**src/rtl/maze_bfs_solver.sv**
```systemverilog
// maze_bfs_solver: loads an N x N wall bitmap serially, runs a breadth-first search from
// (1,1) to (N-2,N-2) and streams the shortest path goal-first, one cell per cycle.
// Unreachable goal, walled start/goal or frontier overflow yield a one-cycle failure report.
//
// Ports:
//   clk            clock, rising edge
//   rst_n          asynchronous active-low reset
//   in_valid       maze carries a bit this cycle (only honoured while idle in LOAD)
//   maze           cell bit, 1 = wall, row-major from (0,0)
//   busy           solver occupied; input bits are dropped while high
//   out_valid      out_x/out_y valid, or failure report when maze_not_valid is high
//   maze_not_valid failure flag, only together with out_valid
//   out_x, out_y   path column / row
module maze_bfs_solver #(
    parameter int unsigned N      = 15,
    parameter int unsigned QDEPTH = 64,
    localparam int unsigned W     = $clog2(N)
) (
    input  logic         clk,
    input  logic         rst_n,
    input  logic         in_valid,
    input  logic         maze,
    output logic         busy,
    output logic         out_valid,
    output logic         maze_not_valid,
    output logic [W-1:0] out_x,
    output logic [W-1:0] out_y
);

    localparam int unsigned NN = N * N;
    localparam int unsigned IW = $clog2(NN);
    localparam int unsigned PW = $clog2(QDEPTH);

    localparam logic [IW-1:0] StartIdx = IW'(N + 1);
    localparam logic [IW-1:0] GoalIdx  = IW'((N - 2) * N + (N - 2));
    localparam logic [W-1:0]  GoalRc   = W'(N - 2);
    localparam logic [W-1:0]  StartRc  = W'(1);

    typedef enum logic [2:0] {StLoad, StCheck, StSearch, StTrace, StFail} state_e;

    state_e            state_q, state_d;
    logic [IW-1:0]     cnt_q, cnt_d;
    logic [NN-1:0]     wall_q, visited_q;
    logic [1:0]        parent_q [NN];
    logic [2*W-1:0]    fifo_q [QDEPTH];
    logic [PW-1:0]     wr_ptr_q, wr_ptr_d, rd_ptr_q, rd_ptr_d;
    logic [PW:0]       occ_q, occ_d;
    logic [W-1:0]      cur_row_q, cur_row_d, cur_col_q, cur_col_d;
    logic [2:0]        step_q, step_d;     // 0..3 probe right/up/left/down, 4 = pop
    logic              out_valid_q, out_valid_d, not_valid_q, not_valid_d;
    logic [W-1:0]      out_x_q, out_x_d, out_y_q, out_y_d;

    logic [W:0]        nb_row, nb_col;
    logic              nb_open;
    logic [IW-1:0]     nb_idx, cur_idx, mark_idx;
    logic              load_en, clear_en, mark_en, push_en;

    function automatic logic [IW-1:0] cell_idx(input logic [W-1:0] r, input logic [W-1:0] c);
        return IW'(r) * IW'(N) + IW'(c);
    endfunction

    assign cur_idx = cell_idx(cur_row_q, cur_col_q);

    // Neighbour at W+1 bits: stepping below 0 wraps to a value >= N, so one range test covers both edges.
    always_comb begin
        nb_row = {1'b0, cur_row_q};
        nb_col = {1'b0, cur_col_q};
        unique case (step_q[1:0])
            2'd0: nb_col = {1'b0, cur_col_q} + (W+1)'(1);
            2'd1: nb_row = {1'b0, cur_row_q} - (W+1)'(1);
            2'd2: nb_col = {1'b0, cur_col_q} - (W+1)'(1);
            2'd3: nb_row = {1'b0, cur_row_q} + (W+1)'(1);
        endcase
        nb_idx  = cell_idx(nb_row[W-1:0], nb_col[W-1:0]);
        nb_open = (nb_row < (W+1)'(N)) && (nb_col < (W+1)'(N)) &&
                  !wall_q[nb_idx] && !visited_q[nb_idx];
    end

    always_comb begin
        state_d     = state_q;
        cnt_d       = cnt_q;
        step_d      = step_q;
        cur_row_d   = cur_row_q;
        cur_col_d   = cur_col_q;
        wr_ptr_d    = wr_ptr_q;
        rd_ptr_d    = rd_ptr_q;
        occ_d       = occ_q;
        out_valid_d = 1'b0;
        not_valid_d = 1'b0;
        out_x_d     = '0;
        out_y_d     = '0;
        load_en     = 1'b0;
        clear_en    = 1'b0;
        mark_en     = 1'b0;
        mark_idx    = nb_idx;
        push_en     = 1'b0;
        unique case (state_q)
            StLoad: begin
                // The final output beat still counts as busy, so its bit is dropped.
                if (in_valid && !out_valid_q) begin
                    load_en = 1'b1;
                    if (cnt_q == IW'(NN - 1)) begin
                        cnt_d    = '0;
                        clear_en = 1'b1;
                        state_d  = StCheck;
                    end else begin
                        cnt_d = cnt_q + IW'(1);
                    end
                end
            end
            StCheck: begin
                wr_ptr_d = '0;
                rd_ptr_d = '0;
                occ_d    = '0;
                step_d   = '0;
                if (wall_q[StartIdx] || wall_q[GoalIdx]) begin
                    state_d = StFail;
                end else begin
                    mark_en   = 1'b1;
                    mark_idx  = StartIdx;
                    cur_row_d = StartRc;
                    cur_col_d = StartRc;
                    state_d   = StSearch;
                end
            end
            StSearch: begin
                if (step_q == 3'd4) begin
                    step_d = '0;
                    if (occ_q == '0) begin
                        state_d = StFail;
                    end else begin
                        {cur_row_d, cur_col_d} = fifo_q[rd_ptr_q];
                        rd_ptr_d = rd_ptr_q + PW'(1);
                        occ_d    = occ_q - (PW+1)'(1);
                    end
                end else begin
                    step_d = step_q + 3'd1;
                    if (nb_open) begin
                        if (occ_q == (PW+1)'(QDEPTH)) begin
                            state_d = StFail;
                        end else begin
                            mark_en  = 1'b1;
                            push_en  = 1'b1;
                            wr_ptr_d = wr_ptr_q + PW'(1);
                            occ_d    = occ_q + (PW+1)'(1);
                            if (nb_row == {1'b0, GoalRc} && nb_col == {1'b0, GoalRc}) begin
                                cur_row_d = GoalRc;
                                cur_col_d = GoalRc;
                                state_d   = StTrace;
                            end
                        end
                    end
                end
            end
            StTrace: begin
                out_valid_d = 1'b1;
                out_x_d     = cur_col_q;
                out_y_d     = cur_row_q;
                if (cur_row_q == StartRc && cur_col_q == StartRc) begin
                    state_d = StLoad;
                end else begin
                    unique case (parent_q[cur_idx])
                        2'd0: cur_col_d = cur_col_q + W'(1);
                        2'd1: cur_row_d = cur_row_q - W'(1);
                        2'd2: cur_col_d = cur_col_q - W'(1);
                        2'd3: cur_row_d = cur_row_q + W'(1);
                    endcase
                end
            end
            StFail: begin
                out_valid_d = 1'b1;
                not_valid_d = 1'b1;
                state_d     = StLoad;
            end
            default: state_d = StLoad;
        endcase
    end

    always_ff @(posedge clk or negedge rst_n) begin
        if (!rst_n) begin
            state_q     <= StLoad;
            cnt_q       <= '0;
            wall_q      <= '0;
            visited_q   <= '0;
            wr_ptr_q    <= '0;
            rd_ptr_q    <= '0;
            occ_q       <= '0;
            cur_row_q   <= '0;
            cur_col_q   <= '0;
            step_q      <= '0;
            out_valid_q <= 1'b0;
            not_valid_q <= 1'b0;
            out_x_q     <= '0;
            out_y_q     <= '0;
            for (int i = 0; i < NN; i++) parent_q[i] <= 2'd0;
            for (int i = 0; i < QDEPTH; i++) fifo_q[i] <= '0;
        end else begin
            state_q     <= state_d;
            cnt_q       <= cnt_d;
            wr_ptr_q    <= wr_ptr_d;
            rd_ptr_q    <= rd_ptr_d;
            occ_q       <= occ_d;
            cur_row_q   <= cur_row_d;
            cur_col_q   <= cur_col_d;
            step_q      <= step_d;
            out_valid_q <= out_valid_d;
            not_valid_q <= not_valid_d;
            out_x_q     <= out_x_d;
            out_y_q     <= out_y_d;
            if (load_en) wall_q[cnt_q] <= maze;
            if (clear_en) begin
                visited_q <= '0;
            end else if (mark_en) begin
                visited_q[mark_idx] <= 1'b1;
                // Direction from the new cell back to the one that discovered it.
                parent_q[mark_idx]  <= step_q[1:0] ^ 2'd2;
            end
            if (push_en) fifo_q[wr_ptr_q] <= {nb_row[W-1:0], nb_col[W-1:0]};
        end
    end

    assign busy           = (state_q != StLoad) || out_valid_q;
    assign out_valid      = out_valid_q;
    assign maze_not_valid = not_valid_q;
    assign out_x          = out_x_q;
    assign out_y          = out_y_q;

endmodule

```
**config.mk**
```make
export PLATFORM = sky130hd
export DESIGN_NAME = maze_bfs_solver
export DESIGN_NICKNAME = d
export VERILOG_FILES = /design/src/rtl/maze_bfs_solver.sv
export SDC_FILE = /design/constraint.sdc
export NUM_CORES = 2
export LEC_CHECK = 0
export CORE_UTILIZATION = 40
export CTS_BUF_LIST = sky130_fd_sc_hd__clkbuf_8 sky130_fd_sc_hd__clkbuf_16
export DETAILED_ROUTE_END_ITERATION = 8
export SETUP_SLACK_MARGIN = 0.15
export SLEW_MARGIN = 0
export SYNTH_ARGS = -nofsm -noshare
export SYNTH_HDL_FRONTEND = slang
export SYNTH_SLANG_ARGS = --single-unit
```
**constraint.sdc**
```tcl
create_clock -name clk -period 20 [get_ports clk]
set_clock_uncertainty 0.15 [all_clocks]
set_input_delay 4 -clock clk [delete_from_list [all_inputs] [get_ports clk]]
set_output_delay 4 -clock clk [all_outputs]
set_load 0.01 [all_outputs]
```
Fig. 1: sequential cells grouped by signal name
Other sequential cells in the stronger grey, the rest of the logic in the fainter grey.
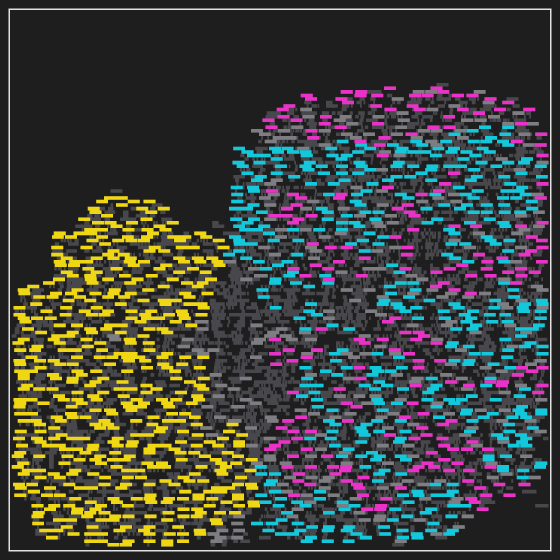
| colour | name in the netlist | sequential cells |
|---|---|---|
| yellow | fifo_q | 512 |
| magenta | wall_q | 225 |
| cyan | parent_q | 450 |
Reg area: 36,600 sq um
fraction of area in registers: 48.4%
Seq group: 0.00296 W

Fig. 2: clock wires, drivers and flops
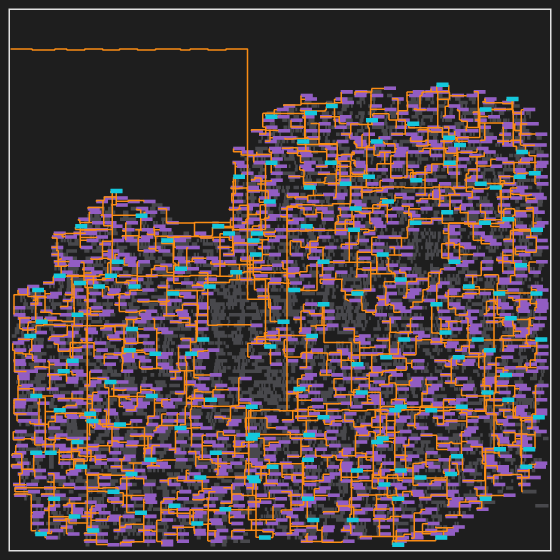
[orange] clock wires | length: 18,900 um
[cyan] clock drivers | count: 153
[purple] flip-flops | count: 1,463
routed clock nets: 154
flops lie: all over the die
clock network power: 0.00299 W
Late-Pin Clk Latency: 0.81 ns

Fig. 3: signal wires on met1
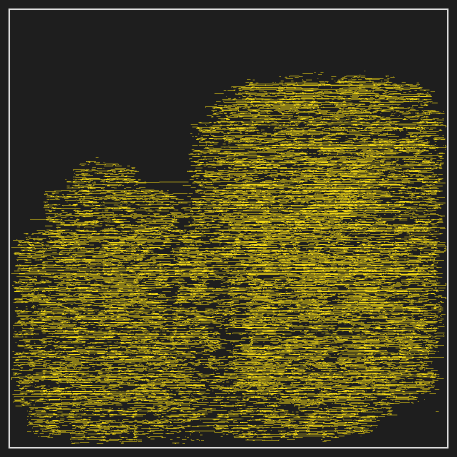
nets with wire on the layer: 5,961
wire length on this layer: 88.7 mm
main direction: horizontal

Fig. 4: congestion heat map
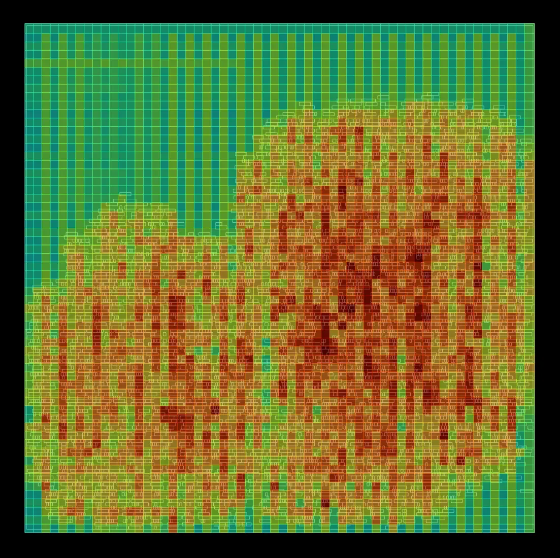
global-route met3 utilization: 4.82%
Tot GR Track Use: 25.0%
met1 GRT Util: 33.5%
final design utilization: 44.6%
WL per Instance: 25.3 um

==> flow_summary.yaml <==
# generated from flow reports
status:
  status: "complete, but fails checks"
  violations: "capacitance limit, slew limit"
pwr:
  p_comb_share_pct: 1.2
  switching_power_w: 0.00130
  clkPwrFrac_pct: 49.7
  power_frac_seq_pct: 49.1
  p_comb_w: 0.0000723
  p_leak_nw: 33.8
  internal_power_w: 0.00472
  max-vdd-ir-drop_v: 0.0000847
  power_w: 0.00602
  power.density_nw_per_um2: 79.7
  swShare_pct: 21.6
cts:
  cts_setup_buffers: 0
  clk_pin_slew_worst_paths_ns: 0.06
  cts_inserted_buffers: 153
synthesis:
  ys_sh_mux_pct: 17.3
  largest_area_cell: "dfrtp_1"
  synthCells: 6354
  edf_count: 0
  common_cells: "dfrtp_1, nand2_1, o21ai_0, nor2_1, mux2_2"
  syn_avg_cell_area_sq_um: 10.7
  syn_nets: 6441
  syn_area_sq_um: 68300
  ys_seq_share_pct: 53.6
  ys_sh_simple_pct: 15.1
run:
  drv_cap: 1
hold_path:
  hp-start: "visited_q[123]$_DFFE_PN0P_"
  hold_path_class: "flop to flop"
cells_and_area:
  ff_count: 1463
  stdcell_area_sq_um: 75600
  buffers: 98
  largest_cell_class: "registers"
  fin_nets: 6236
  top_register: "fifo_q"
  comb_share_pct: 39.6
  nFillCells: 15698
  n_antenna_cell: 1
  final.clkbuf_count: 196
final_timing:
  setup_viol: 0
  worst_pin_slew_ns: 1.51
  max_freq_mhz: 83.0
  hold_ws_ns: 0.317
  slew_viol_final: 8
floorplan:
  initial_core_util_pct: 40.3
  die_w_um: 415
  coreArea_sq_um: 169000
setup_path:
  rr_startpoint: "step_q[1]$_DFFE_PN0P_"
  cp-endpoint: "parent_q[124]$_DFFE_PN0P_"
  worstPathMaxFanout: 96
  r2r-end: "parent_q[124]$_DFFE_PN0P_"
  crit_start: "step_q[1]$_DFFE_PN0P_"
  r2r_slack_ns: 7.95
  worstPathArrival_ns: 12.53
  slowest_delay_ns: 1.17
  cpMostUsedCell: "inv_1"
  critPathBufInv: 7
  cp.required_ns: 20.48
detailed_routing:
  m1WireLength_um: 88700
  dr_total_vias: 49577
  finalWirelength_um: 215000
grt:
  antenna_found_initial: 4
  grtUsageMet2_pct: 39.0
  grt_max_degree: 171
  busiest_layer: "met2"
place:
  place_area_sq_um: 70400
  pre_cts_ws_ns: 8.38
Power is estimated from default activity; no workload was simulated.
